**config.mk**
```make
export PLATFORM = sky130hd
export DESIGN_NAME = module_mem_arbiter
export DESIGN_NICKNAME = d
export VERILOG_FILES = /design/src/rtl/module_mem_pkg.sv /design/src/rtl/module_flopenr.sv /design/src/rtl/module_mem_arbiter.sv
export SDC_FILE = /design/constraint.sdc
export NUM_CORES = 1
export LEC_CHECK = 0
export CAP_MARGIN = 30
export CORE_MARGIN = 4
export CORE_UTILIZATION = 38
export CTS_CLUSTER_SIZE = 40
export DETAILED_ROUTE_END_ITERATION = 7
export PLACE_DENSITY = 0.81
export SETUP_SLACK_MARGIN = 0.15
export SLEW_MARGIN = 20
export SYNTH_ARGS = -nofsm -noshare
export SYNTH_HDL_FRONTEND = slang
export SYNTH_SLANG_ARGS = --single-unit
```
**constraint.sdc**
```tcl
create_clock -name clk_i -period 2.5 [get_ports clk_i]
set_input_delay 0.375 -clock clk_i [delete_from_list [all_inputs] [get_ports clk_i]]
set_output_delay 0.375 -clock clk_i [all_outputs]
set_load 0.01 [all_outputs]
```
**src/rtl/module_mem_pkg.sv**
```systemverilog
// Shared types and default widths for the unified memory-port arbiter.
package module_mem_pkg;

    localparam int unsigned ADDR_W_DEF = 32;
    localparam int unsigned DATA_W_DEF = 32;

    typedef enum logic [2:0] {
        ST_IDLE,
        ST_REQ_IF,
        ST_REQ_DM,
        ST_WAIT_IF,
        ST_WAIT_DM,
        ST_DROP
    } mem_arb_state_t;

    typedef enum logic {
        OWN_IF,
        OWN_DM
    } mem_owner_t;

endpackage

```
**src/rtl/module_flopenr.sv**
```systemverilog
// Enabled flop with synchronous active-high reset.
module module_flopenr #(
    parameter int unsigned WIDTH = 8
) (
    input  logic             clk_i,
    input  logic             rst_i,
    input  logic             en_i,
    input  logic [WIDTH-1:0] d_i,
    output logic [WIDTH-1:0] q_o
);

    always_ff @(posedge clk_i) begin
        if (rst_i) begin
            q_o <= '0;
        end else if (en_i) begin
            q_o <= d_i;
        end
    end

endmodule

```
**src/rtl/module_mem_arbiter.sv**
```systemverilog
// Shares one req/gnt/rvalid memory port between fetch and the M stage,
// one transaction in flight, dropping responses for killed fetches.
module module_mem_arbiter
    import module_mem_pkg::*;
#(
    parameter int unsigned ADDR_W = ADDR_W_DEF,
    parameter int unsigned DATA_W = DATA_W_DEF
) (
    input  logic              clk_i,
    input  logic              rst_i,
    input  logic              if_req_i,
    input  logic [ADDR_W-1:0] if_addr_i,
    input  logic              if_kill_i,
    output logic [DATA_W-1:0] if_rdata_o,
    output logic              if_valid_o,
    input  logic              dm_req_i,
    input  logic              dm_we_i,
    input  logic [ADDR_W-1:0] dm_addr_i,
    input  logic [DATA_W-1:0] dm_wdata_i,
    output logic [DATA_W-1:0] dm_rdata_o,
    output logic              dm_valid_o,
    output logic              mem_req_o,
    output logic              mem_we_o,
    output logic [ADDR_W-1:0] mem_addr_o,
    output logic [DATA_W-1:0] mem_wdata_o,
    input  logic              mem_gnt_i,
    input  logic              mem_rvalid_i,
    input  logic [DATA_W-1:0] mem_rdata_i,
    output logic              stall_fetch_o,
    output logic              stall_mem_o
);

    localparam int unsigned CAP_W = ADDR_W + DATA_W + 1;

    mem_arb_state_t state_q, state_d;
    mem_owner_t     last_q, last_d;
    logic           drop_q, drop_d;

    logic             if_elig, pick_dm, pick_if;
    logic             cap_en;
    logic [CAP_W-1:0] cap_d, cap_q;

    // Data normally wins; fetch wins a tie if data owned the previous transfer.
    assign if_elig = if_req_i & ~if_kill_i;
    assign pick_dm = dm_req_i & ~(if_elig & (last_q == OWN_DM));
    assign pick_if = if_elig & ~pick_dm;

    assign cap_d = pick_dm ? {dm_addr_i, dm_we_i, dm_wdata_i}
                           : {if_addr_i, 1'b0, {DATA_W{1'b0}}};

    module_flopenr #(
        .WIDTH(CAP_W)
    ) u_cap (
        .clk_i (clk_i),
        .rst_i (rst_i),
        .en_i  (cap_en),
        .d_i   (cap_d),
        .q_o   (cap_q)
    );

    always_ff @(posedge clk_i) begin
        if (rst_i) begin
            state_q <= ST_IDLE;
            last_q  <= OWN_IF;
            drop_q  <= 1'b0;
        end else begin
            state_q <= state_d;
            last_q  <= last_d;
            drop_q  <= drop_d;
        end
    end

    always_comb begin
        state_d     = state_q;
        last_d      = last_q;
        drop_d      = drop_q;
        cap_en      = 1'b0;
        mem_req_o   = 1'b0;
        mem_we_o    = 1'b0;
        mem_addr_o  = '0;
        mem_wdata_o = '0;
        if_valid_o  = 1'b0;
        dm_valid_o  = 1'b0;

        if (!rst_i) begin
            unique case (state_q)
                ST_IDLE: begin
                    if (pick_dm || pick_if) begin
                        mem_req_o = 1'b1;
                        {mem_addr_o, mem_we_o, mem_wdata_o} = cap_d;
                        cap_en = ~mem_gnt_i;
                        drop_d = 1'b0;
                        if (pick_dm) begin
                            state_d = mem_gnt_i ? ST_WAIT_DM : ST_REQ_DM;
                        end else begin
                            state_d = mem_gnt_i ? ST_WAIT_IF : ST_REQ_IF;
                        end
                    end
                end
                ST_REQ_IF: begin
                    mem_req_o = 1'b1;
                    {mem_addr_o, mem_we_o, mem_wdata_o} = cap_q;
                    if (if_kill_i) begin
                        drop_d = 1'b1;
                    end
                    if (mem_gnt_i) begin
                        state_d = (drop_q || if_kill_i) ? ST_DROP : ST_WAIT_IF;
                        drop_d  = 1'b0;
                    end
                end
                ST_REQ_DM: begin
                    mem_req_o = 1'b1;
                    {mem_addr_o, mem_we_o, mem_wdata_o} = cap_q;
                    if (mem_gnt_i) begin
                        state_d = ST_WAIT_DM;
                    end
                end
                ST_WAIT_IF: begin
                    if (mem_rvalid_i) begin
                        state_d = ST_IDLE;
                        if (!if_kill_i) begin
                            if_valid_o = 1'b1;
                            last_d     = OWN_IF;
                        end
                    end else if (if_kill_i) begin
                        state_d = ST_DROP;
                    end
                end
                ST_WAIT_DM: begin
                    if (mem_rvalid_i) begin
                        dm_valid_o = 1'b1;
                        last_d     = OWN_DM;
                        state_d    = ST_IDLE;
                    end
                end
                ST_DROP: begin
                    if (mem_rvalid_i) begin
                        state_d = ST_IDLE;
                    end
                end
                default: begin
                    state_d = ST_IDLE;
                end
            endcase
        end
    end

    assign if_rdata_o    = if_valid_o ? mem_rdata_i : '0;
    assign dm_rdata_o    = dm_valid_o ? mem_rdata_i : '0;
    assign stall_fetch_o = if_req_i & ~if_valid_o;
    assign stall_mem_o   = dm_req_i & ~dm_valid_o;

endmodule

```
==> GITHUB_STEP_SUMMARY, run 1 <==
## PnR job results

| Metric | Value |
|---|---|
| Layout area overhead | 72.8% |
| TritonCTS Buffers | 9 |
| # Cells Yosys | approximately 640 |
| Gr usage total | between 20 and 30% |
| Aoi share | about a third |
| Die height | 116 µm |
| Mapped Area | ~4400 µm² |
| Maximum vdd drop | about 0.41 mV |
| Top cell excl fill/tap | clkdlybuf4s50_1 |
| Std cell rows | 39 |
| Top Metal Used | met4 |
| DP HPWL | between 10 and 15 mm |
| Leading area contributor after synthesis | dfxtp_1 |
| Synth Area in XOR/XNOR | less than 1% |
| Logic family by area | AND-OR/OR-AND gates |
| Hold Worst Slack | between 0.4 and 0.5 ns |
| Hold Violations, Final | 0 |
| Io pins | around 270 |
| Final non-filler cell total | around 1,100 |
| CP max FO | 5 |
| Power Total | between 0.005 and 0.006 W |
| Fmax | just over 400 MHz |
| Syn Inst Count | between 600 and 700 |
| Crit start category | flip-flop |
| Setup_tns | 0 ns |
| Mux area share | less than 1% |
| # H-tree levels | 3 |
| Initial antenna violation count | 4 |
| Most common cell in the synthesized netlist | a21oi_1 |
| Crit path arrival time | 2.10 ns |
| Yosys stat chip area | around 4400 µm² |
| Drt first-iter violations | 524 |
| Placed insts | 1,025 |
| Synthesis-stage register bit count | around 70 |
| LEAKAGE | 3.27 nW |
| Tool warnings | 28 |
| Grt total ovfl | 0 |
| Slew Limit Fails | 0 |
| Syn nets | 778 |
| Required @ worst endpoint | around 2.1 ns |
| Area taken by multi-input logic gates | between 2000 and 3000 µm² |
| Most numerous logic cells after layout | clkdlybuf4s50_1, a21oi_1, nand2_1 |
| Chip area | about 13,000 µm² |
| Kind of critical path | flip-flop to output pin |
| Ratio of cells with drive above 1 in the final layout | a little under a fifth |
| Remaining DRCs | 0 |
| Detail Route Antenna Nets | 0 |
| Seq/Total Area, Yosys | about a third |
| Yosys warning tally | 0 |
| Largest net degree at the start of global routing | about 71 |
| Critical Path Sink Type | output pin |
| Clk_lat worst skew | approximately 0.33 ns |
| CTS tree | done |
| Actual slew at the worst max-slew pin | about 0.34 ns |
| Clock root cell | clkbuf_16 |
| Simple Share, Synth | approximately 28% |
| Metal2 WL | approximately 10 mm |
| Vias in the first global route | approximately 5,900 |
| Mean Syn Cell Area | slightly below 7 µm² |
| Adder share | 0.285% |
| Port bufs | about 270 |
| Die X | around 120 µm |
| Status | finished, final reports clean |
| Worst slew margin | a little under 80% |
| Period utilization | between 90 and 100% |
| Post-synth top cells | a21oi_1, nand2_1, dfxtp_1 |
| HP Class | flip-flop to flip-flop |
| WL per Instance | about 18 µm |
| TritonRoute pass-1 iters | 7 |
| Clk sinks | 70 |
| Post-synth EDFFs | 0 |
## run 1: worst paths after layout
check,end,cells past startpoint,startpoint,slack (ns)
worst max-delay path,mem_wdata_o[14],9,state_q[2],0.02
worst max register to register,state_q[2],10,last_q,0.43
worst min register to register,u_cap.q_o[2],2,u_cap.q_o[2],0.45
worst min-delay path,u_cap.q_o[2],2,u_cap.q_o[2],0.45
## run 1: report_power, final
| group | total, W | internal, W | switching [W] |
|---|---|---|---|
| logic | 0.00260 | 0.00121 | 0.00139 |
| registers | 0.00140 | 0.00130 | 0.0000987 |
| clock network | 0.00125 | 0.000800 | 0.000453 |
| total | 0.00525 | 0.00331 | 0.00194 |
## run 1: sequential cells by signal, summed over array words and instances (netlist names)
signal     cells
drop_q         1
last_q         1
state_q        3
u_cap.q_o     65
## run 1: routing by layer
layer / track usage [%] / up-vias
met5: 0 / -
met4: 15.4 / 0
met3: 5.27 / 71
met2: 48.5 / 378
met1: 29.6 / 2813
li1: - / 2810
## run 1: repair_timing
| action | 4_1_cts | 5_1_grt |
|---|---|---|
| buffers inserted | 10 | 5 |
| setup endpoints to repair | 134 | 107 |
| pin swaps | 6 | 25 |
| gates cloned | 5 | 1 |
| gates resized | 297 | 105 |
## run 1: worst max-delay path: stages, from the launching register on
cell     delay [ns]
dfxtp_2        0.32
or3_4          0.40
nor3b_4        0.21
buf_6          0.13
buf_12         0.11
buf_6          0.10
buf_6          0.10
a22oi_1        0.06
nor2_1         0.18
buf_2          0.17
## run 1: final cells by class
class	instances	area share (%)
Tap cell	143	2.36
Inverter	5	0.247
Multi-Input combinational cell	503	36.3
Clock inverter	3	0.577
Timing Repair Buffer	325	38.7
Sequential cell	70	18.5
Clock buffer	13	3.29
Antenna cell	4	0.132
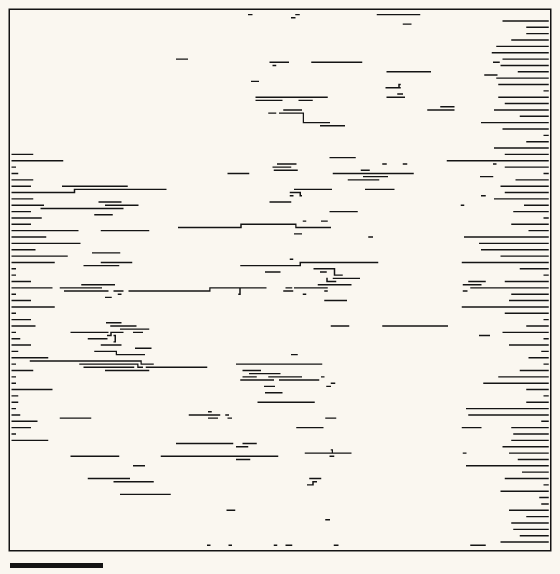
*Signal wires on met3, run 1*
Bar = 20 µm.
longest straight run	24.8 µm
wire length on this layer	1,700 µm
met3 Use GR: 5.27%
WL final: 19.4 mm
Via Count: 6,072

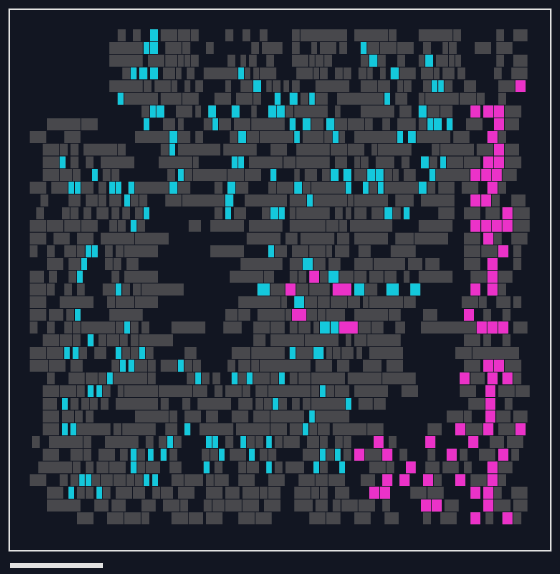
*Logic cells by family, run 1*
Bar = 20 µm.
color	family	cells	most used
magenta	and/or cells	69	and2_1
cyan	nand cells	142	nand2_1

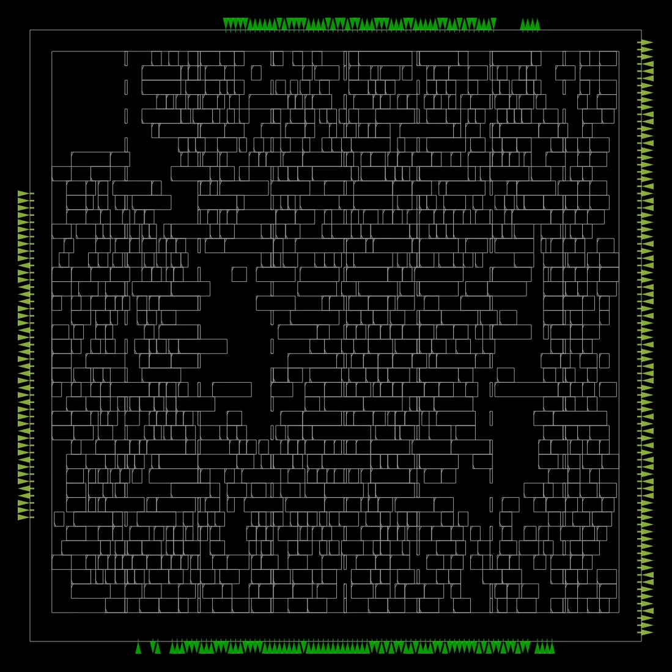
*Placed standard cells, run 1*
Core ar.: 11,400 µm²
Flops: 70
flop share of the area: 18.5%

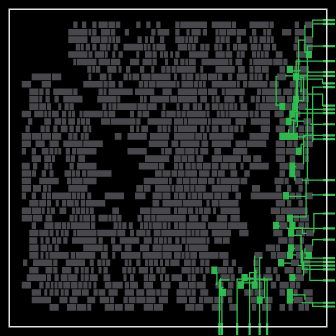
*Nets reached from selected ports, run 1*
color	port	direction	edge	end cells	buffers	wire
green	dm_rdata_o	output	26 right, 6 bottom	32	32	661 µm

### Local utilization, run 1

12 x 12 tiles, from black (low) to pale yellow (high), 0 to 100% covered.
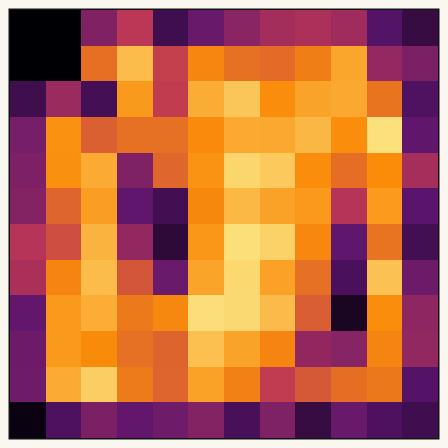

==> run 1 -> run 2 <==
--- a/config.mk
+++ b/config.mk
@@ -6,11 +6,13 @@
 export NUM_CORES = 1
 export LEC_CHECK = 0
 export CAP_MARGIN = 30
+export CELL_PAD_IN_SITES_DETAIL_PLACEMENT = 1
+export CELL_PAD_IN_SITES_GLOBAL_PLACEMENT = 2
 export CORE_MARGIN = 4
-export CORE_UTILIZATION = 38
+export CORE_UTILIZATION = 18
 export CTS_CLUSTER_SIZE = 40
 export DETAILED_ROUTE_END_ITERATION = 7
-export PLACE_DENSITY = 0.81
+export PLACE_DENSITY = 0.79
 export SETUP_SLACK_MARGIN = 0.15
 export SLEW_MARGIN = 20
 export SYNTH_ARGS = -nofsm -noshare
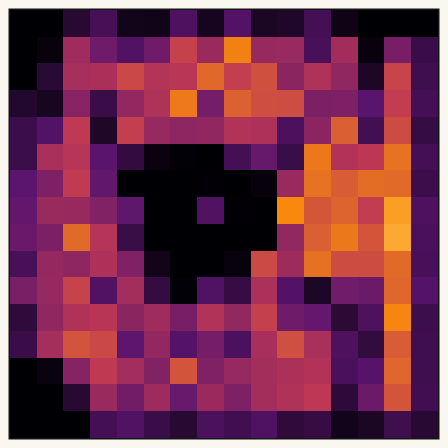
*Local utilization, run 2*
16 x 16 tiles, from black (low) to pale yellow (high), 0 to 100% covered.
emptiest ninth of the die	middle
densest ninth of the die	right middle
fullest tile	81%
mean over tiles	31%
fp util: 18.5%
Final Util: 36.3%
Core ar.: 23,800 µm²

==> run 2 against run 1 <==
Effect of this change: cell area rose by 14%; register-to-register slack got worse by 0.36 ns; critical endpoint is now last_q; highest routed layer unchanged; cell count rose by 20%.
==> GITHUB_STEP_SUMMARY, run 2 <==
## PnR job results

| Metric | Value |
|---|---|
| Grt total ovfl | 0 |
| Critical Path Sink Type | flip-flop |
| Detail Route Antenna Nets | 0 |
| CP cell instances | buf_8 -> nor2_4 -> nand4_1 -> buf_4 -> buf_4 -> buf_4 -> buf_4 -> buf_4 -> buf_4 -> buf_4 -> buf_4 -> buf_6 -> buf_6 -> buf_6 -> buf_6 -> a31o_4 |
| Worst slew margin | between 70 and 80% |
| Max reg flops | about 65 |
| LEAKAGE | roughly 3.6 nW |
| CP max FO | 3 |
| Crit path top cell by count | buf_4 |
| Chip area | around 27,000 µm² |
| Post-synth EDFFs | 0 |
| Yosys stat chip area | 4400 µm² |
| Hold Violations, Final | 0 |
| Crit path arrival time | 2.65 ns |
| P_clk | between 0.001 and 0.0015 W |
| TritonRoute pass-1 iters | 6 |
| Maximum vdd drop | 0.314 mV |
| Io pins | between 200 and 300 |
| Top cell excl fill/tap | clkdlybuf4s50_1 |
| Reg2reg end | last_q |
| Period utilization | 97.1% |
| Part of the power in registers | 23.1% |
| Gr usage total | ~16% |
| DP HPWL | 15.1 mm |
| Crit start category | flip-flop |
| Reg2Reg Depth | 16 |
| Tool warnings | 28 |
| Clk_lat worst skew | roughly 0.33 ns |
| HP Class | flip-flop to flip-flop |
| Syn Inst Count | about 640 |
| Most numerous logic cells after layout | clkdlybuf4s50_1, a21oi_1, nand2_1 |
| Main power group | combinational logic |
| Critical path's slowest cell | dfxtp_2 |
| R2R Path Start | state_q[2] |
| Met3 Use GR | roughly 3.8% |
| Sequential power | about 0.0014 W |
| WL final | 23.8 mm |
| Yosys warning tally | 0 |
| Status | finished, final reports clean |
| Mean Syn Cell Area | a little under 7 µm² |
| Seq/Total Area, Yosys | between 30% and 40% |
| Clk sinks | ~70 |
| Mapped Area | about 4400 µm² |
| CTS tree | done |
| Largest reg by FF count | u_cap.q_o |
| Largest net degree at the start of global routing | between 60 and 70 |
| Most Used Layer, Global Route | met2 |
==> run 2: cell counts after synthesis <==
No cell type changed its count.
==> run 2: repair_timing <==
action,CTS,global route
resized,421,53
endpoints found under the setup margin,134,98
pin swaps,35,30
buffers inserted,26,20
hold buffers,0,0
cloned,7,5
==> run 2: logic make-up after synthesis <==
kind of cell / share of synthesized area (%)
AND/OR/NAND/NOR: 27.9
adder cells (fa/ha/maj): 0.285
XOR/XNOR: 0.199
AND-OR/OR-AND: 32.3
buffers and inverters: 7.20
flip-flops: 31.9
multiplexers: 0.228
==> run 2: cell type report <==
type | count | area [µm²] | area share, %
Antenna cell | 1 | 2.50 | 0.0290
Timing Repair Buffer | 367 | 3540 | 41.0
Clock buffer | 10 | 239 | 2.77
Sequential cell | 70 | 1410 | 16.3
Tap cell | 319 | 399 | 4.62
Multi-Input combinational cell | 503 | 2940 | 34.1
Inverter | 5 | 23.8 | 0.275
Clock inverter | 5 | 83.8 | 0.971
==> run 2: metrics by stage <==
stage / setup slack, ns / TNS (ns) / hold WS [ns] / std cells / power [W]
2_1_floorplan: 0.500 / 0 / 0.432 / 641 / 0.00261
3_3_place_gp: -0.295 / -19.66 / 0.440 / 1206 / 0.00388
3_5_place_dp: -0.317 / -21.45 / 0.446 / 1206 / 0.00390
4_1_cts: -0.0205 / -0.0226 / 0.457 / 1254 / 0.00564
5_1_grt: -0.00636 / -0.0121 / 0.480 / 1280 / 0.00645
6_report: 0.0735 / 0 / 0.455 / 1280 / 0.00607
==> run 2: critical path: cells and delay by family, from the launching register on <==
family / cells / cell delay (ns)
AND-OR/OR-AND: 1 / 0.20
buffers and inverters: 13 / 1.54
flip-flops: 1 / 0.33
AND/OR/NAND/NOR: 2 / 0.22
No activity file was given, so power comes from the tool's default toggle rates.
